$ cat src/rtl/sequencer_ctrl.sv
// Sequencer control: loads the sequencer LUT from a host stream, arms and runs the
// sequencer, and manages the exit handshake with a completion timeout.
//
// state | meaning
// ------+---------------------------------------------------------------
// IDLE  | waiting for the first LUT entry of a new load
// LOAD  | accepting LUT entries until the entry flagged last
// ARM   | LUT complete, waiting for a run request
// RUN   | sequencer running, counting completed frames
// STOP  | exit requested, waiting for sequence_done_i or timeout
// ERROR | LUT overflow or stop timeout, held until cleared
module sequencer_ctrl #(
    parameter int MAX_ENTRIES  = 256,
    parameter int STOP_TIMEOUT = 1024
) (
    input  logic        clk,
    input  logic        reset_n_i,
    input  logic        cfg_valid_i,
    output logic        cfg_ready_o,
    input  logic [36:0] cfg_data_i,
    input  logic        cfg_last_i,
    input  logic        start_i,
    input  logic        stop_i,
    input  logic        clear_err_i,
    output logic        lut_wen_o,
    output logic [36:0] lut_write_data_o,
    output logic        config_done_o,
    output logic        exit_signal_o,
    input  logic        sequence_done_i,
    output logic [2:0]  state_o,
    output logic [8:0]  entry_count_o,
    output logic [15:0] frame_count_o,
    output logic        done_pulse_o,
    output logic        error_o
);

    typedef enum logic [2:0] {
        ST_IDLE  = 3'd0,
        ST_LOAD  = 3'd1,
        ST_ARM   = 3'd2,
        ST_RUN   = 3'd3,
        ST_STOP  = 3'd4,
        ST_ERROR = 3'd5
    } state_t;

    localparam int               TW       = $clog2(STOP_TIMEOUT + 1);
    localparam logic [TW-1:0]    TMR_LOAD = TW'(STOP_TIMEOUT - 1);
    localparam logic [8:0]       MAX_CNT  = 9'(MAX_ENTRIES);

    state_t          state;
    state_t          state_nxt;
    logic            rst_meta;
    logic            rst_n;
    logic            done_q;
    logic [TW-1:0]   stop_tmr;
    logic            hs;
    logic            wr;
    logic            done_rise;

    // Reset asserts immediately but releases only after two clk edges.
    always_ff @(posedge clk or negedge reset_n_i) begin
        if (!reset_n_i) begin
            rst_meta <= 1'b0;
            rst_n    <= 1'b0;
        end else begin
            rst_meta <= 1'b1;
            rst_n    <= rst_meta;
        end
    end

    always_comb begin
        hs        = cfg_valid_i & cfg_ready_o;
        wr        = hs && ((state == ST_IDLE) || (entry_count_o != MAX_CNT));
        done_rise = sequence_done_i & ~done_q;
        state_nxt = state;
        case (state)
            ST_IDLE: begin
                if (hs) state_nxt = cfg_last_i ? ST_ARM : ST_LOAD;
            end
            ST_LOAD: begin
                if (hs) begin
                    if (entry_count_o == MAX_CNT) state_nxt = ST_ERROR;
                    else if (cfg_last_i)          state_nxt = ST_ARM;
                end
            end
            ST_ARM: begin
                if (stop_i)       state_nxt = ST_IDLE;
                else if (start_i) state_nxt = ST_RUN;
            end
            ST_RUN: begin
                if (stop_i) state_nxt = ST_STOP;
            end
            ST_STOP: begin
                if (sequence_done_i)    state_nxt = ST_IDLE;
                else if (stop_tmr == '0) state_nxt = ST_ERROR;
            end
            ST_ERROR: begin
                if (clear_err_i) state_nxt = ST_IDLE;
            end
            default: state_nxt = ST_IDLE;
        endcase
    end

    // Outputs are registered from the state being entered so they line up with state_o.
    always_ff @(posedge clk or negedge rst_n) begin
        if (!rst_n) begin
            state            <= ST_IDLE;
            cfg_ready_o      <= 1'b0;
            lut_wen_o        <= 1'b0;
            lut_write_data_o <= '0;
            config_done_o    <= 1'b0;
            exit_signal_o    <= 1'b0;
            entry_count_o    <= '0;
            frame_count_o    <= '0;
            done_pulse_o     <= 1'b0;
            error_o          <= 1'b0;
            done_q           <= 1'b0;
            stop_tmr         <= TMR_LOAD;
        end else begin
            state         <= state_nxt;
            cfg_ready_o   <= (state_nxt == ST_IDLE) || (state_nxt == ST_LOAD);
            config_done_o <= (state_nxt == ST_RUN) || (state_nxt == ST_STOP);
            exit_signal_o <= (state_nxt == ST_STOP);
            done_pulse_o  <= (state == ST_STOP) && (state_nxt == ST_IDLE);
            error_o       <= (state_nxt == ST_ERROR);
            lut_wen_o     <= wr;
            done_q        <= sequence_done_i;

            if (wr) lut_write_data_o <= cfg_data_i;

            if (hs && (state == ST_IDLE)) entry_count_o <= 9'd1;
            else if (wr)                  entry_count_o <= entry_count_o + 9'd1;

            if (hs && (state == ST_IDLE))
                frame_count_o <= '0;
            else if ((state == ST_RUN) && done_rise && (frame_count_o != 16'hFFFF))
                frame_count_o <= frame_count_o + 16'd1;

            if (state != ST_STOP)    stop_tmr <= TMR_LOAD;
            else if (stop_tmr != '0) stop_tmr <= stop_tmr - 1'b1;
        end
    end

    assign state_o = state;

endmodule
$ cat config.mk
export PLATFORM = sky130hd
export DESIGN_NAME = sequencer_ctrl
export DESIGN_NICKNAME = d
export VERILOG_FILES = /design/src/rtl/sequencer_ctrl.sv
export SDC_FILE = /design/constraint.sdc
export NUM_CORES = 1
export LEC_CHECK = 0
export ABC_CLOCK_PERIOD_IN_PS = 3420
export CORE_MARGIN = 5
export CORE_UTILIZATION = 49
export CTS_BUF_LIST = sky130_fd_sc_hd__clkbuf_8
export DETAILED_ROUTE_END_ITERATION = 12
export PLACE_DENSITY = 0.89
export SETUP_SLACK_MARGIN = 0.4
export SYNTH_ARGS = -nofsm -noshare
export SYNTH_HDL_FRONTEND = slang
export SYNTH_SLANG_ARGS = --single-unit
$ cat constraint.sdc
create_clock -name clk -period 3.42 [get_ports clk]
set_input_delay 0.684 -clock clk [delete_from_list [all_inputs] [get_ports clk]]
set_output_delay 0.684 -clock clk [all_outputs]
set_load 0.1 [all_outputs]
Figure 1. Cells by drive strength.
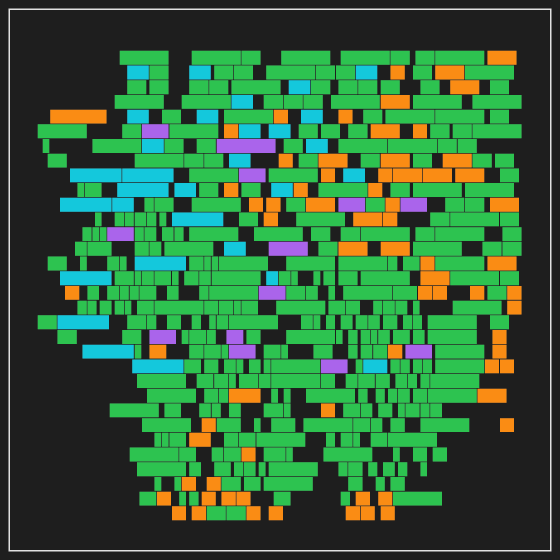
cyan -> x2  # cells 30, share 6.6%, most used mux2_2
green -> x1 and smaller  # cells 341, share 75%, most used dfrtp_1
orange -> x3 and x4  # cells 70, share 15%, most used buf_4
purple -> x6 and larger  # cells 13, share 2.9%, most used clkbuf_8
post-route cell area: 5290 sq um
non-clock buffer instance count of the final layout: 116
final worst-path setup slack: 0.840 ns

==> run summary <==
Results of the full flow below.

Outcome:
- The flow ran to the end, and the final reports show no timing, DRC or antenna violations.

Final timing:
- The run gives the slew at the pin with the worst max-slew slack as 1.06 ns.
- The run gives the clock skew after layout as 0.00961 ns.
- The smallest clock period supported by the final layout is computed as 2.58 ns.
- Endpoints with negative setup slack in the final report add up to 0.
- The final critical path takes up 75.4% of the cycle.
- The final max-slew violation count recorded for this run is 0.
- Setup repair after global routing left no endpoint under its margin.
- The run puts the accumulated negative setup slack at 0 ns.
- The run gives the final hold violation count as 0.
- Based on the critical path, the design can be clocked at up to 388 MHz.
- The most critical hold endpoint after final layout shows a slack of 0.358 ns.

Placed design:
- The pre-CTS setup check shows a worst slack of 0.618 ns.
- The run puts the total cell area at the placement stage at 5090 sq um.
- The run puts the number of cells after detailed placement at 540.
- The run puts the count of input and output buffers at 115.
- The congestion estimate from routability-driven global placement came to 0.855.
- The run gives the detailed-placement wirelength estimate as 7500 um.

Layout:
- Per the layout report, the design carries 587 filler cells.
- The run gives the non-clock buffer contribution to total cell area as 20.0%.
- The run puts the inverter count at 6.
- The run puts the total number of sequential cells at 85.
- The area taken by sequential standard cells is reported as 2140 sq um.
- The run puts the sequential cell area share at 40.5%.
- The run gives the count of non-filler cells in the finished layout as 556.
- The layout report lists the multi-input gate area as 1730 sq um.
- The run puts the portion of the layout cell area used by clock cells at 3.92%.
- The run gives the cell class ranked first by area as sequential cells.
- The largest registers in the layout are lut_write_data_o x37, frame_count_o x16, stop_tmr x11.
- The run puts the final core area utilization at 67.8%.
- The run puts the total of clock buffers placed in the layout at 10.
- The repair_antennas step left the layout with diodes totalling 0.
- The run puts the fraction of final layout cells sized beyond drive strength 1 at 24.9%.
- The run gives the number of flip-flops under the largest register name as 37.
- Multi-input combinational cells in the finished layout were counted as 231.
- The run gives the synthesis-to-finish area growth as 33.5%.
- The run puts the number of nets in the final layout at 498.
- The top cell types in the final layout, fill and taps aside, are dfrtp_1, clkdlybuf4s50_1, buf_4.
- The run gives the most instantiated logic cell after routing as dfrtp_1.
- The fraction of cell area in multi-input combinational cells is reported as 32.7%.

GRT:
- The run gives the global-route track usage on met3 as 4.73%.
- The number of antenna violations at the first check in global routing is 0.
- The run gives the first-pass GRT wire length as 16,000 um.
- The run puts the final global-route overflow total at 0.
- The run gives the number of global-route vias before repair as 3,099.
- On met1, the global router reports a usage of 24.1%.
- The run puts the met2 usage in global routing at 35.9%.
- Global routing put the most usage on met2.

Logic synthesis:
- For this run, asynchronously set or reset flops after synthesis account for 100%.
- The run gives the dominant register cell as dfrtp_1.
- The run gives the number of cell instances after yosys synthesis as 335.
- The run puts the mux contribution to synthesized area at 13.8%.
- The run puts the simple-gate share of the synthesized area at 16.5%.
- Counting the warning lines in the Yosys log gives 0.
- The run puts the share of the synthesized area in the top cell type at 47.3%.
- The synthesis run shows the most used standard cells to be dfrtp_1, mux2_4, nand2_1, nor2_1, mux2_2.
- The run gives the compound-gate portion of the synthesized area as 10.0%.
- The run gives the instance tally after logic synthesis as 335.
- The run puts the count of unique library cells instantiated by Yosys at 51.
- The run gives the share of the yosys chip area belonging to registers as 53.9%.
- The net count after synthesis is 384.
- The synthesized design spends more area on one cell type than any other, namely dfrtp_1.
- The synthesized design contains 85 register bits.
- The run puts the yosys-reported design area after synthesis at 3970 sq um.
- The run puts the post-synthesis instance area at 3970 sq um.
- The run gives the area fraction in full adders, half adders and majority gates as 1.26%.
- The run gives the number of enable flip-flop cells as 0.
- By instance count, the leading cell after synthesis is dfrtp_1.
- The run puts the synthesized area divided by synthesized cell count at 11.8 sq um.
- Ranked by total cell area, the synthesized netlist is headed by dfrtp_1, mux2_4, dfstp_2.
- The run gives the post-synthesis xor/xnor area fraction as 1.99%.

Die:
- In this run the count of I/O pins placed on the die edge is 116.
- The run puts the horizontal die dimension at 100 um.
- The run gives the tap cell count as 102.
- The run gives the total core area as 7810 sq um.
- The run gives the effective utilization at floorplan as 50.8%.
- The run gives the floorplan die area as 9990 sq um.
- The run puts the number of placement rows at 32.

Critical path:
- Per STA, the highest per-stage delay on the worst path measures 1.17 ns.
- The run gives the buffering stage count on the worst path with inverters included as 1.
- In this run the critical register-to-register path is launched from frame_count_o[0]$_DFFE_PN0P_.
- For this design, the slowest cell found on the critical path is clkdlybuf4s50_1.
- In this run the worst setup path terminates at lut_write_data_o[12].
- The run gives the family of cells with the greatest summed delay on the critical path as buffers and inverters.
- The critical path endpoint has a required time of 2.74 ns.
- The run gives the capture point of the worst reg-to-reg path as frame_count_o[5]$_DFFE_PN0P_.
- The run gives the beginning of the critical path as lut_write_data_o[12]$_DFFE_PN0P_.
- The run gives the depth of the critical timing path with buffers and inverters included as 1.
- The run gives the class of the most critical setup path as flop to primary output.
- STA classifies the critical path startpoint as a flop.
- The worst register-to-register path has a depth of 5.
- The run puts the data arrival time of the worst path at 1.90 ns.
- The run gives the sort of element at the end of the critical path as a primary output.

Clock network:
- The run gives the clock tree from TritonCTS as built.
- The run puts the clock insertion delay at the later pin of the skew report at 0.36 ns.
- The run puts the count of instances resized after the clock tree is built at 0.
- After clock tree synthesis, the flow added hold-fix buffers numbering 0.
- Counting along the longest clock path gives a buffer depth of 2.
- The run gives the post-CTS repair timing setup buffer count as 0.
- The run puts the clock transition at the registers of the reported paths at 0.09 ns.
- The run gives the clock buffer count from CTS as 9.
- The run gives the H-tree depth as 3.
- The number of clock sinks came to 85.

Route:
- The run puts the DRC marker count from the first detailed-route iteration at 181.
- The run gives the tally of nets with antenna violations remaining after routing as 0.
- The run puts the number of remaining DRC errors at 0.
- The detailed router reports a met3 wire length of 521 um.
- The run puts the first-pass iteration count of the detailed router at 4.
- The run gives the top routing layer in use as met4.
- For this run, the detailed router reports a per-instance via density of 5.67.
- The run gives the wire length on met2 as 5500 um.

Job:
- The run gives the OpenROAD warning count as 27.
- The run reported a max-capacitance violation count of 0.

Min path:
- The run gives the cell depth of the worst min-delay path as 0.
- The startpoint identified for the worst hold timing path is rst_meta$_DFF_PN0_.
Figure 2. Signal metal coverage by tile.
The bar under the picture is 20 um long. The die is cut into 20 by 20 equal tiles; dark blue is low, red is high, scaled to the fullest tile. Values are wire area over tile area, all layers added.
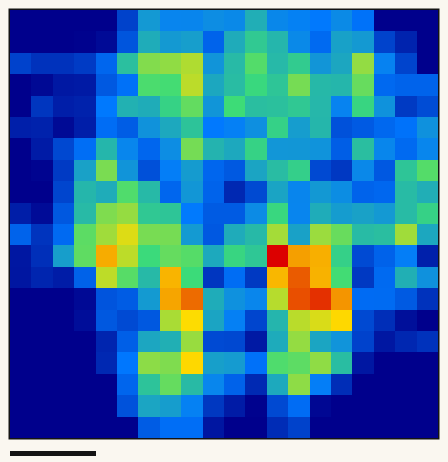
emptiest ninth of the die = bottom left
fullest tile = 0.58
tiles over half the peak = 16%
mean over tiles = 0.16
nearly empty tiles = 19%
Total Routed Length: 9980 um
total global-route track usage: 20.1%
per-cell routed wire length: 18.0 um
routed via count: 3,155

